Fig. 1: floorplan with the power grid
The bar under the picture is 50 um long. Pins as bars on the die edge.
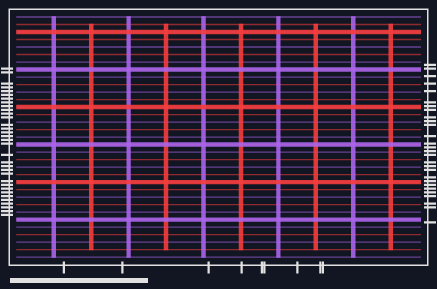
Fig. 2: metal layers overlaid
The bar under the picture is 50 um long. Only two layers are drawn.
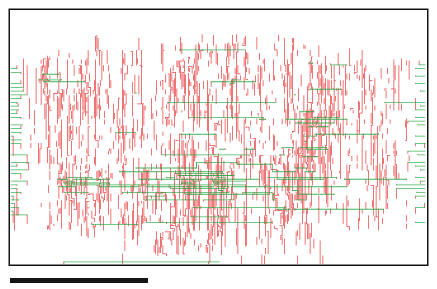
Fig. 3: clock wires, drivers and flops
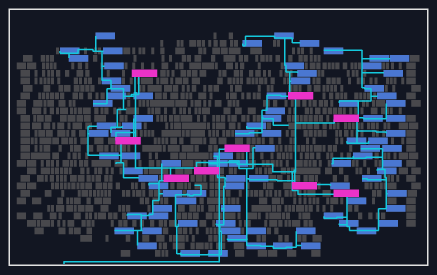
Fig. 4: cells coloured by class
Fill, decap, tap and diode cells in grey.
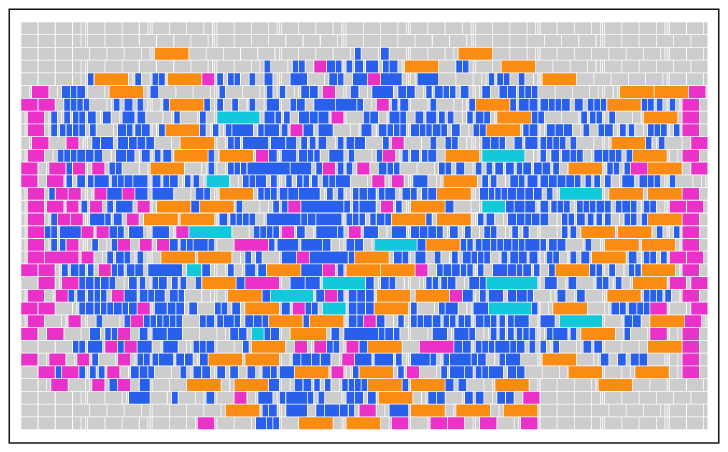
Fig. 5: clock routing
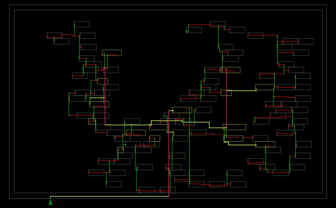
File: src/rtl/seq_mult_pkg.sv
// Shared types and sizing helpers for the sequential shift-add multiplier.
package seq_mult_pkg;

    // Controller states: accept in IDLE, WIDTH shift-add steps in RUN,
    // one sign-correction step in FIX.
    typedef enum logic [1:0] {
        ST_IDLE = 2'd0,
        ST_RUN  = 2'd1,
        ST_FIX  = 2'd2
    } state_e;

    localparam int DEF_WIDTH = 16;

    // Iteration counter must be able to hold the value WIDTH itself.
    function automatic int cnt_width(input int width);
        return $clog2(width + 1);
    endfunction

    localparam int DEF_CNT_W = cnt_width(DEF_WIDTH);

endpackage

File: src/rtl/seq_mult_ctrl.sv
// FSM and iteration counter for seq_mult. All outputs except the
// accept strobe are registered.
module seq_mult_ctrl
    import seq_mult_pkg::*;
#(
    parameter int WIDTH = DEF_WIDTH
) (
    input  logic   clk_i,
    input  logic   rst_i,
    input  logic   start_i,
    output state_e state_o,
    output logic   accept_o,
    output logic   run_o,
    output logic   fix_o,
    output logic   busy_o,
    output logic   done_o
);

    localparam int CNT_W = cnt_width(WIDTH);
    localparam logic [CNT_W-1:0] CNT_LOAD = CNT_W'(WIDTH);
    localparam logic [CNT_W-1:0] CNT_ONE  = CNT_W'(1);

    state_e           state_q;
    logic [CNT_W-1:0] cnt_q;
    logic             busy_q;
    logic             done_q;

    // Sequencing: IDLE -> RUN (WIDTH cycles) -> FIX -> IDLE; done pulses once.
    always_ff @(posedge clk_i) begin
        if (rst_i) begin
            state_q <= ST_IDLE;
            cnt_q   <= '0;
            busy_q  <= 1'b0;
            done_q  <= 1'b0;
        end else begin
            done_q <= 1'b0;
            case (state_q)
                ST_IDLE: begin
                    if (start_i) begin
                        state_q <= ST_RUN;
                        cnt_q   <= CNT_LOAD;
                        busy_q  <= 1'b1;
                    end
                end
                ST_RUN: begin
                    cnt_q <= cnt_q - CNT_ONE;
                    if (cnt_q == CNT_ONE) begin
                        state_q <= ST_FIX;
                    end
                end
                ST_FIX: begin
                    state_q <= ST_IDLE;
                    busy_q  <= 1'b0;
                    done_q  <= 1'b1;
                end
                default: begin
                    state_q <= ST_IDLE;
                    cnt_q   <= '0;
                    busy_q  <= 1'b0;
                end
            endcase
        end
    end

    // A start is only honoured in IDLE; starts while busy are dropped here.
    assign accept_o = (state_q == ST_IDLE) && start_i;
    assign run_o    = (state_q == ST_RUN);
    assign fix_o    = (state_q == ST_FIX);
    assign state_o  = state_q;
    assign busy_o   = busy_q;
    assign done_o   = done_q;

endmodule

File: src/rtl/seq_mult.sv
// Sequential shift-add multiplier, signed (sign-magnitude internally) or
// unsigned. One partial product per cycle, fixed latency WIDTH+2.
module seq_mult
    import seq_mult_pkg::*;
#(
    parameter int WIDTH = DEF_WIDTH
) (
    input  logic               clk,
    input  logic               rst,
    input  logic               start,
    input  logic               signed_mode,
    input  logic [WIDTH-1:0]   multiplicand,
    input  logic [WIDTH-1:0]   multiplier,
    output logic               busy,
    output logic               done,
    output logic [2*WIDTH-1:0] product
);

    localparam logic [WIDTH-1:0]   ONE_W  = WIDTH'(1);
    localparam logic [2*WIDTH-1:0] ONE_2W = (2*WIDTH)'(1);

    state_e state;
    logic   accept, run, fix;

    seq_mult_ctrl #(.WIDTH(WIDTH)) u_ctrl (
        .clk_i    (clk),
        .rst_i    (rst),
        .start_i  (start),
        .state_o  (state),
        .accept_o (accept),
        .run_o    (run),
        .fix_o    (fix),
        .busy_o   (busy),
        .done_o   (done)
    );

    // Accumulator is {hi_q, lo_q}; lo_q starts as the multiplier and is
    // consumed LSB-first as product bits shift in from hi_q.
    logic [WIDTH-1:0]   mcand_q;
    logic [WIDTH-1:0]   hi_q, hi_d;
    logic [WIDTH-1:0]   lo_q, lo_d;
    logic               neg_q;
    logic [2*WIDTH-1:0] product_q, product_d;

    logic [WIDTH-1:0]   a_mag, b_mag;
    logic               neg_d;
    logic [WIDTH:0]     sum;
    logic [2*WIDTH-1:0] acc;

    // Operand capture: magnitudes in signed mode. The most negative value
    // negates to itself, which read as unsigned is exactly its magnitude.
    always_comb begin
        a_mag = multiplicand;
        b_mag = multiplier;
        neg_d = 1'b0;
        if (signed_mode) begin
            if (multiplicand[WIDTH-1]) a_mag = ~multiplicand + ONE_W;
            if (multiplier[WIDTH-1])   b_mag = ~multiplier + ONE_W;
            neg_d = multiplicand[WIDTH-1] ^ multiplier[WIDTH-1];
        end
    end

    // One shift-add step: conditional add into the upper half with a carry
    // bit, then shift the {carry, hi, lo} chain right by one.
    always_comb begin
        sum  = {1'b0, hi_q} + (lo_q[0] ? {1'b0, mcand_q} : {(WIDTH+1){1'b0}});
        hi_d = sum[WIDTH:1];
        lo_d = {sum[0], lo_q[WIDTH-1:1]};
    end

    // Sign correction applied once the magnitude product is complete.
    always_comb begin
        acc       = {hi_q, lo_q};
        product_d = neg_q ? (~acc + ONE_2W) : acc;
    end

    // Datapath registers: load on accept, iterate in RUN, publish in FIX.
    always_ff @(posedge clk) begin
        if (rst) begin
            mcand_q   <= '0;
            hi_q      <= '0;
            lo_q      <= '0;
            neg_q     <= 1'b0;
            product_q <= '0;
        end else begin
            if (accept) begin
                mcand_q <= a_mag;
                lo_q    <= b_mag;
                hi_q    <= '0;
                neg_q   <= neg_d;
            end else if (run) begin
                hi_q <= hi_d;
                lo_q <= lo_d;
            end
            if (fix) begin
                product_q <= product_d;
            end
        end
    end

    assign product = product_q;

`ifndef SYNTHESIS
    // FIX is the only state that may publish; state is otherwise unused here.
    always_ff @(posedge clk) begin
        if (!rst && done) begin
            assert (state == ST_IDLE);
        end
    end
`endif

endmodule

File: config.mk
export PLATFORM = sky130hd
export DESIGN_NAME = seq_mult
export DESIGN_NICKNAME = d
export VERILOG_FILES = /design/src/rtl/seq_mult_pkg.sv /design/src/rtl/seq_mult_ctrl.sv /design/src/rtl/seq_mult.sv
export SDC_FILE = /design/constraint.sdc
export NUM_CORES = 1
export LEC_CHECK = 0
export ABC_AREA = 1
export ABC_CLOCK_PERIOD_IN_PS = 2000
export CORE_ASPECT_RATIO = 0.6
export CORE_MARGIN = 2
export CORE_UTILIZATION = 45
export DETAILED_ROUTE_END_ITERATION = 10
export MAX_ROUTING_LAYER = met4
export PLACE_DENSITY = 0.79
export SLEW_MARGIN = 5
export SYNTH_ARGS = -nofsm -noshare
export SYNTH_HDL_FRONTEND = slang
export SYNTH_SLANG_ARGS = --single-unit
File: constraint.sdc
create_clock -name clk -period 2 [get_ports clk]
set_input_delay 0.6 -clock clk [delete_from_list [all_inputs] [get_ports clk]]
set_output_delay 0.6 -clock clk [all_outputs]
set_load 0.02 [all_outputs]
==> reports/qor.yml <==
global_routing:
  grt_usage_pct: 24.4
pwr:
  power_switching_w: 0.00172
  p_int_w: 0.00360
  top_power_group: "registers"
floorplanning:
  die_w_um: 151
  die-area_um2: 14000
  tap_cells: 170
clock_network:
  post_cts_buffers: 0
  root_buffer: "clkbuf_16"
synthesis:
  edf_count: 0
  synthMuxAreaShare_pct: 0
  fp_nets: 987
  async_flop_share_pct: 0
route:
  drc_errors: 0
  viasPerCell: 5.01
finish:
  logic_gate_count: 684
worst_setup_path:
  r2r_end: "hi_q[11]"
  critPathTopFamily: "buffers and inverters"
  cp.required_ns: 1.40
  setup.worst_path.end: "product[7]"
  critical-path-max-stage-delay_ns: 0.62
  reg2reg_slack_ns: 0.11
placement:
  place_area_um2: 7200
outcome:
  outcome: "completed"
timing:
  min_period_ns: 1.91
Notes on Fig. 1 above:
Key: red = VDD; purple = VSS
33 met1 rails follow the rows. 6 straps on met5. 10 straps on met4. 70 signal pins sit on the boundary. The core has 32 rows.

Notes on Fig. 2 above:
Key: red = metal 2 [wire length 5660 um]; green = metal 3 [wire length 1400 um]

Notes on Fig. 3 above:
Key: magenta = clock drivers [count 9]; cyan = clock wires [length 1090 um]; blue = flip-flops [count 90]
Position of the flops: spread over the die.
clk latency late pin: 0.34 ns
Clk. pwr: 0.00176 W
Setup Skew: 0.00773 ns
clock power share: 33.1%

Notes on Fig. 4 above:
Key: cyan = clock drivers and dummy loads [cells 15]; magenta = other buffers and delay cells [cells 140]; orange = flops [cells 90]; blue = combinational and other logic [cells 810]
Post-Layout Inst Area: 7610 um^2
FP Rows: 32
end-of-flow core utilization: 59.6%
core box area: 12800 um^2
Seq/total area: 23.7%

Notes on Fig. 5 above:
flip-flops: 90
number of buffers created by CTS: 9

[cell usage in the layout, fill, tap and decap left out, types with 17 or more instances in the layout]
cell and n:
a21oi_1 69, buf_4 67, clkdlybuf4s50_1 69, dfxtp_1 89, ha_1 17, inv_1 117
nand2_1 221, nand3_1 73, nor2_1 110, o21ai_0 82, xor2_1 23
[per-layer routing]
layer / vias up / wire length [um] / track usage [%]
li1: 3254 / - / -
met1: 2649 / 8970 / 40.3
met2: 230 / 5660 / 29.2
met3: 10 / 1400 / 5.07
met4: 0 / 116 / 4.44
met5: - / 0 / -
[registers in the layout, summed over array words and instances, names as in the netlist]
name,cells
product,32
hi_q,16
lo_q,16
mcand_q,16
u_ctrl.cnt_q,5
u_ctrl.state_o,2
neg_q,1
u_ctrl.busy_o,1
u_ctrl.done_o,1
Power and IR drop assume default switching activity.
